===== config.mk =====
export PLATFORM = sky130hd
export DESIGN_NAME = fetch_redirect_ctrl
export DESIGN_NICKNAME = d
export VERILOG_FILES = /design/src/rtl/fetch_redirect_ctrl.sv
export SDC_FILE = /design/constraint.sdc
export NUM_CORES = 1
export LEC_CHECK = 0
export ABC_AREA = 1
export CORE_MARGIN = 4
export CORE_UTILIZATION = 32
export DETAILED_ROUTE_END_ITERATION = 6
export PLACE_DENSITY = 0.62
export SLEW_MARGIN = 10
export SYNTH_ARGS = -nofsm -noshare
export SYNTH_HDL_FRONTEND = slang
export SYNTH_SLANG_ARGS = --single-unit

===== constraint.sdc =====
create_clock -name clock -period 2.4 [get_ports clock]
set_clock_uncertainty 0.1 [all_clocks]
set_input_delay 0.48 -clock clock [delete_from_list [all_inputs] [get_ports clock]]
set_output_delay 0.48 -clock clock [all_outputs]
set_load 0.01 [all_outputs]

===== src/rtl/fetch_redirect_ctrl.sv =====
// fetch_redirect_ctrl: sequences control-flow redirects from decode to fetch.
// Accepts one branch/jump request at a time, computes the target and presents it
// to fetch with a valid/ack handshake. It then holds flush for FLUSH_CYCLES cycles
// and discards the wrong-path requests that arrive during that window.
// Optional feature macro: FETCH_REDIRECT_LINK_EN adds link-address generation for
// kinds 2 and 3. Without it link_valid/link_addr are tied to 0.
// PC_W must be larger than OFF_W.
module fetch_redirect_ctrl #(
    parameter int unsigned PC_W         = 20,
    parameter int unsigned OFF_W        = 9,
    parameter int unsigned FLUSH_CYCLES = 2
) (
    input  logic            clock,
    input  logic            reset,
    input  logic            req_valid,
    output logic            req_ready,
    input  logic [1:0]      req_kind,
    input  logic [PC_W-1:0] req_pc,
    input  logic [OFF_W-1:0] req_offset,
    input  logic [PC_W-1:0] req_target,
    output logic            redirect_valid,
    output logic [PC_W-1:0] redirect_pc,
    input  logic            redirect_ack,
    output logic            flush,
    output logic            link_valid,
    output logic [PC_W-1:0] link_addr,
    output logic [7:0]      drop_count,
    output logic            busy
);

    typedef enum logic [1:0] {StIdle, StRedirect, StFlush} state_e;

    localparam logic [3:0] FlushLoad = 4'(FLUSH_CYCLES);

    state_e          state_q, state_d;
    logic [3:0]      cnt_q, cnt_d;
    logic [PC_W-1:0] pc_q, pc_d;
    logic            rv_q, rv_d;
    logic            flush_q, flush_d;
    logic [7:0]      drop_q, drop_d;

    logic            accept;
    logic            is_rel;
    logic [PC_W-1:0] off_ext;
    logic [PC_W-1:0] tgt;

    // Only IDLE accepts for real; FLUSH also shows ready so wrong-path requests drain.
    assign req_ready = (state_q != StRedirect);
    assign busy      = (state_q != StIdle);
    assign accept    = req_valid && (state_q == StIdle);

    // Kinds 0 and 3 are PC-relative, kinds 1 and 2 absolute.
    assign is_rel  = (req_kind[1] == req_kind[0]);
    assign off_ext = {{(PC_W - OFF_W){req_offset[OFF_W-1]}}, req_offset};
    assign tgt     = is_rel ? (req_pc + off_ext) : req_target;

    // Next-state and registered-output logic.
    always_comb begin
        state_d = state_q;
        cnt_d   = cnt_q;
        pc_d    = pc_q;
        rv_d    = rv_q;
        flush_d = flush_q;
        drop_d  = drop_q;
        unique case (state_q)
            StIdle: begin
                if (req_valid) begin
                    pc_d    = tgt;
                    rv_d    = 1'b1;
                    flush_d = 1'b1;
                    state_d = StRedirect;
                end
            end
            StRedirect: begin
                if (redirect_ack) begin
                    rv_d    = 1'b0;
                    cnt_d   = FlushLoad;
                    state_d = StFlush;
                end
            end
            StFlush: begin
                if (req_valid && (drop_q != 8'hFF)) begin
                    drop_d = drop_q + 8'd1;
                end
                cnt_d = cnt_q - 4'd1;
                // Counter hits zero on this edge: leave FLUSH now.
                if (cnt_q == 4'd1) begin
                    flush_d = 1'b0;
                    state_d = StIdle;
                end
            end
            default: begin
                rv_d    = 1'b0;
                flush_d = 1'b0;
                state_d = StIdle;
            end
        endcase
    end

    // State and registered outputs; reset wins over every other input.
    always_ff @(posedge clock) begin
        if (reset) begin
            state_q <= StIdle;
            cnt_q   <= 4'd0;
            pc_q    <= '0;
            rv_q    <= 1'b0;
            flush_q <= 1'b0;
            drop_q  <= 8'd0;
        end else begin
            state_q <= state_d;
            cnt_q   <= cnt_d;
            pc_q    <= pc_d;
            rv_q    <= rv_d;
            flush_q <= flush_d;
            drop_q  <= drop_d;
        end
    end

    assign redirect_valid = rv_q;
    assign redirect_pc    = pc_q;
    assign flush          = flush_q;
    assign drop_count     = drop_q;

`ifdef FETCH_REDIRECT_LINK_EN
    logic            is_link;
    logic            link_valid_q;
    logic [PC_W-1:0] link_addr_q;

    assign is_link = req_kind[1];

    // Link pulse lasts exactly the first REDIRECT cycle; the address is held after.
    always_ff @(posedge clock) begin
        if (reset) begin
            link_valid_q <= 1'b0;
            link_addr_q  <= '0;
        end else begin
            link_valid_q <= accept && is_link;
            if (accept && is_link) begin
                link_addr_q <= req_pc + PC_W'(1);
            end
        end
    end

    assign link_valid = link_valid_q;
    assign link_addr  = link_addr_q;
`else
    assign link_valid = 1'b0;
    assign link_addr  = '0;
`endif

endmodule


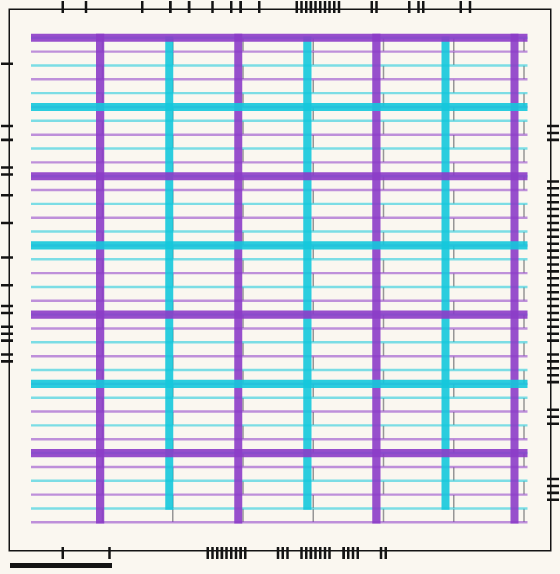
*Floorplan with the power grid*
Bar = 20 µm. Pins as bars on the die edge. Tap cells in grey.
- VSS: purple
- VDD: cyan
- signal pins: 108
- met1 rails: 36
- rows: 35

==> reports/results.txt <==
Crit path arrival time -> 2310 ps
H-tree lvl count -> 2
Number of flip-flops in the largest register -> 20
# hold bufs at CTS -> 0
RSZ-0062 raised after global routing -> false
Worst hold stages -> 2
Delay-heaviest family, CP -> buffers and inverters
Sequential power -> 0.671 mW
Pins Over Slew Limit -> 0
Syn Std Cell Area -> 3080 µm²
Vias/cell -> 4.40
Sw power -> 0.639 mW
Period utilisation layout -> 91.5%
Leak Pwr -> 2.15 nW
Area Growth Syn to Fin -> 42.4%
Multiplexer share -> 0%
Number of enable flip-flop cells -> 0
Run status -> completed
Critical Path Fanout Max -> 3
CP endpoint -> redirect_pc[16]
Comb area share -> 44.8%
Dpl ws -> -224 ps
Commonest cells in the netlist -> 139 x nand2_1, 72 x inv_1, 36 x dfxtp_1
Logic inverters -> 77
Met3 WL -> 385 µm
Router iterations before antenna repair -> 4
Initial antenna violation count -> 0
Met2 routed wirelength -> 3950 µm
Crit path max-delay cell type -> clkdlybuf4s50_1
Total CTS buffers -> 5
Clk cell area share -> 2.05%
Met1 WL -> 4220 µm
Die Y -> 106 µm
Critical Path Stages -> 15
Comb group -> 0.793 mW
Seq area share -> 16.4%
Max Freq -> 0.455 GHz
Logic gate share of total power -> 41.7%
Ys cells -> 487
Pwr top -> combinational cells
Clock power frac -> 23.0%
Most numerous logic cell after layout -> nand2_1
Placed cell count -> 729
Reg-to-reg slack, setup -> 740 ps
CLK BUF -> 8
Die W -> 106 µm
Adder share -> 9.59%
Remaining antenna violation count -> 0
Via count -> 3245
Cell type with the largest total area -> dfxtp_1
WL final -> 8590 µm
Max Cap Viol -> 0
Max layer used -> met4
FF+latch area -> 721 µm²
YS chip area -> 3080 µm²
Share of layout cells above drive strength 1 -> 13.8%
Area post-placement -> 4240 µm²
Worst Hold Launch -> drop_count[4]
Flops out of synthesis -> 36
Seq pwr share -> 35.3%
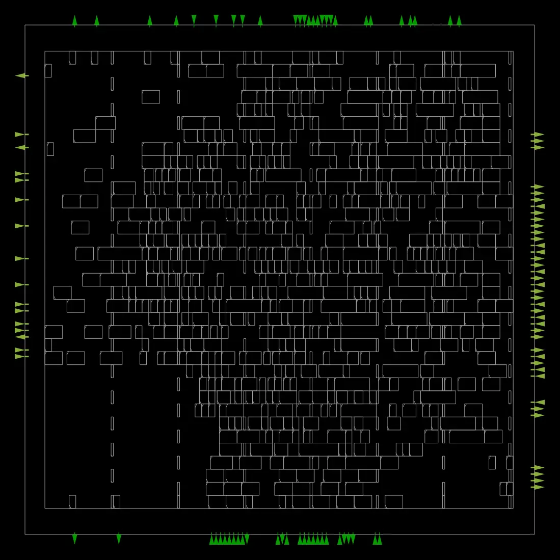
*Placed standard cells*
Tap Count: 129
Core Area: 9280 µm²
fin util: 47.2%
Final Non-Filler Cells: 738

No activity file was given, so power comes from the tool's default toggle rates.
